final_placement.png
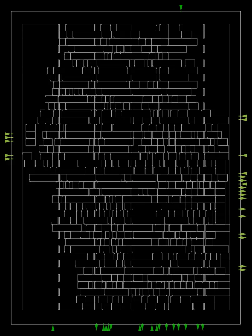
zoom.png
Region (19, 58) to (69, 108) um. Cells in grey, sequential cells in the stronger grey; small squares are vias.
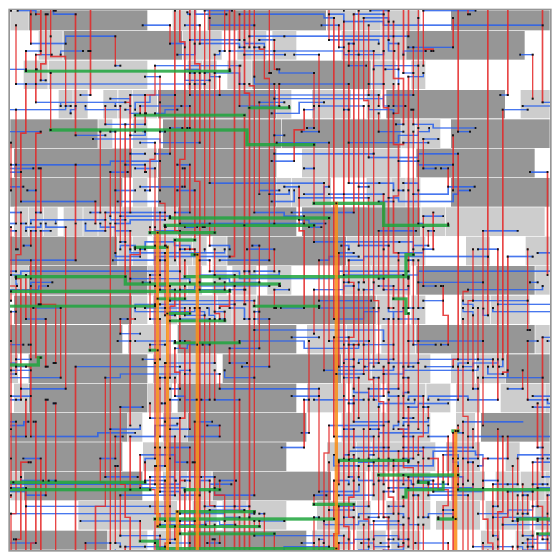
drive_strength.png
Drawn at 2 px/um.
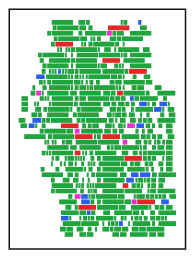
pdn.png
Drawn at 4 px/um. Pins as bars on the die edge.
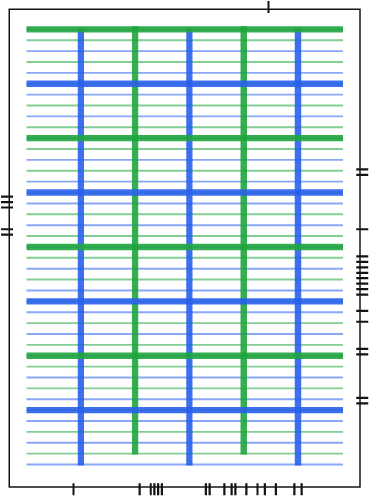
==> config.mk <==
export PLATFORM = sky130hd
export DESIGN_NAME = kmap_lut_pipe
export DESIGN_NICKNAME = d
export VERILOG_FILES = /design/src/rtl/kmap_pkg.sv /design/src/rtl/kmap_table.sv /design/src/rtl/kmap_lut_pipe.sv
export SDC_FILE = /design/constraint.sdc
export NUM_CORES = 1
export LEC_CHECK = 0
export ABC_CLOCK_PERIOD_IN_PS = 4650
export CORE_ASPECT_RATIO = 1.4
export CORE_MARGIN = 4
export CORE_UTILIZATION = 55
export CTS_BUF_LIST = sky130_fd_sc_hd__clkbuf_16
export DETAILED_ROUTE_END_ITERATION = 6
export PLACE_DENSITY = 0.86
export SLEW_MARGIN = 15
export SYNTH_ARGS = -nofsm -noshare
export SYNTH_HDL_FRONTEND = slang
export SYNTH_HIERARCHICAL = 1
export SYNTH_SLANG_ARGS = --single-unit
==> constraint.sdc <==
create_clock -name clk -period 4.65 [get_ports clk]
set_input_delay 0.93 -clock clk [delete_from_list [all_inputs] [get_ports clk]]
set_output_delay 0.93 -clock clk [all_outputs]
set_load 0.01 [all_outputs]
==> summary.rpt <==
IMPLEMENTATION SUMMARY REPORT
----------------------------------------------------
[Cells and area]
  Combinational share of cell area ........................ 0.388
  Total Nets Final ........................ between 500 and 600
  Antenna Cells ........................ 0
  Non-Filler Instances ........................ ~600
  Count of clock buffers in the final design ........................ 9
  Number of sequential cells ........................ 88
  Proportion of final cell area spent on non-clock buffers ........................ 0.0750
  Core utilization of the finished layout ........................ 0.643
  Number of multi-input combinational cells ........................ 342
  Share of final-layout standard cells stronger than drive strength 1 ........................ 0.0791

[Power]
  Combinational cell power ........................ 127 uW
  Share of power burned in the clock network ........................ 0.429
  Seq group ........................ 843 uW
  Clock group ........................ 730 uW
  Max power group ........................ sequential cells
  Share of total power in sequential cells ........................ 0.496
  Static Leakage ........................ 0.00253 uW
  Portion of total power attributed to combinational logic ........................ 0.075
  Pwr per Cell Area ........................ 307 nW/um2
  Power Internal ........................ roughly 1300 uW
  Net Sw Frac ........................ 0.228
  Net Sw Power ........................ approximately 390 uW

[Critical path]
  Crit path arrival time ........................ 3.86 ns
  Ordered cell list for the critical path ........................ clkdlybuf4s50_1 -> nor2b_1 -> a22oi_1 -> and4b_1 -> a31oi_1 -> o311ai_1 -> or3_4 -> nor4_1 -> mux2_2
  Buf+Inv Stages, Crit Path ........................ 1
  Category of the most critical setup path ........................ input port to flop
  Number of cells on the critical path ........................ 9
  Number of cells on the worst reg-to-reg path ........................ 8
  Worst EP required ........................ 4.88 ns
  Family with the most delay on the worst path ........................ simple AND/OR/NAND/NOR gates
  Sort of element at the end of the critical path ........................ flop
  Worst-case register-to-register setup slack ........................ 2.01 ns

[Route]
  Number of nets with antenna violations after detailed routing ........................ 0
  Final wirelength ........................ 11100 um
  DR WL met3 ........................ 701 um
  Vias after detailed routing ........................ 3765
  Top metal layer carrying routed signals ........................ met4
  First drt pass iteration count ........................ 4
  Routed length on met2 ........................ 6030 um
  Average wire per standard cell ........................ 18.6 um

[Final timing]
  Largest clock skew in the final design ........................ roughly 0.0071 ns
  Max-slew violation total from the final report ........................ 0
  Fmax ........................ 276 MHz
  Clock period minus final worst setup slack ........................ 3.63 ns
  Unrepaired setup endpoints after global routing ........................ no
  Final tally of hold violations ........................ 0
  Worst slew slack as a fraction of its limit ........................ 0.192
  Post-layout period usage ........................ 0.780

[Placed design]
  Number of placed cells counting well taps ........................ between 500 and 600
  I/O Buffers ........................ 39
  Final weighted congestion of routability-driven global placement ........................ 0.904
  Worst-case setup slack after placement ........................ 0.712 ns
  Hpwl dp ........................ 7800 um
  Placed Area ........................ 5220 um2

[Outcome]
  Outcome ........................ finished, final reports clean

[CTS]
  Clock tree from TritonCTS ........................ built
  Maximum number of buffers from clock root to sink ........................ 2
  Level count of the clock H-tree ........................ 3
  Cts bufs inserted ........................ 9
  Post CTS Setup Buffer Count ........................ 0
  CTS Root Cell ........................ clkbuf_16
  Clock sinks ........................ 88
  Number of buffers added to fix hold violations after cts ........................ 0
  Post-CTS resize count ........................ 0
  Clock transition at the registers of the reported paths ........................ 0.07 ns
  Clock network latency to the later pin of the worst-skew pair ........................ 0.34 ns

[Global routing]
  Maximum number of pins on one net before global-route repair ........................ 33
  Total gr overflow ........................ 0

[Die]
  # IOs ........................ 40
  Well tap count ........................ 105
  Effective utilization at floorplan ........................ 0.563
  Chip footprint ........................ 10400 um2

[Yosys]
  Cell types occupying the most area after synthesis ........................ edfxtp_1, dfrtp_1, and3_1
  Post-synthesis instance total ........................ around 470
  Post-synthesis average cell area ........................ 10.4 um2
  Most repeated cell in the gate-level netlist after synthesis ........................ nand2_1
  Sequential element share of the synthesized area ........................ 0.520
  Cells in synth_stat.txt ........................ between 400 and 500
  Post-synthesis cell area ........................ 4850 um2
  Ys Warns ........................ 6
  Cell type with the largest total area ........................ edfxtp_1
  Yosys top cell area share ........................ 0.396

[Hold path]
  Hold WC Path Type ........................ flop to flop
  Worst hold path cell count ........................ 2

[Job]
  Count of tool warnings ........................ 26

----------------------------------------------------
Back to the opening pictures, final_placement.png:
number of core rows: 40
Filler Cell Count: 672
proportion of cell area occupied by registers: 0.456

Back to the opening pictures, zoom.png:
[met4] orange
[met3] green
[met1] blue
[met2] red
cells with their middle in the window: 181
sequential cells in the window: 42
most frequent: nand2_1 (42), edfxtp_1 (41), and3_1 (30)

Back to the opening pictures, drive_strength.png:
[drive 3 to 4] magenta | cells: 7 | most used: buf_4
[drive 6 and up] red | cells: 13 | most used: clkbuf_16
[drive 1 or less] green | cells: 454 | most used: nand2_1
[drive 2] blue | cells: 19 | most used: mux2_2
Synth-to-Final Area Change: 14.2%
setup ws final: 1.02 ns
buffer count excluding the clock tree in the final layout: 43
design area: 5540 um2

Back to the opening pictures, pdn.png:
[VSS] blue
[VDD] green
signal pins: 40
met4 straps: 5
rows: 40
met1 rails: 41
die outline height: 119 um
overall die width: 87.3 um
core box area: 8610 um2

cells in the final DEF (no fill, tap or decap), types with 9 or more instances in the layout:
master           Yosys  layout
nor2b_1             15      14
dfrtp_1             24      24
edfxtp_1            64      64
nand2_1             91      91
mux2i_1             33      33
a22oi_1             14      14
clkdlybuf4s50_1      0      38
nand3_1             11      11
nor2_1              14      13
clkbuf_16            0       9
and3_1              69      69
layer usage:
layer / track usage / up-vias
met4: 0.0988 / 0
met1: 0.249 / 1811
met3: 0.0478 / 23
met5: 0 / -
met2: 0.391 / 165
li1: - / 1766
cell families (layout without fill, tap and decap cells):
family,Yosys count,in the layout,share of synthesized area
buf+inv,37,63,0.0392
fa+ha+maj,2,2,0.00516
simple gates,251,251,0.276
xor+xnor,3,3,0.00542
compound gates,45,45,0.0674
flops,88,88,0.520
mux,41,41,0.0867
Power is estimated from default activity; no workload was simulated.
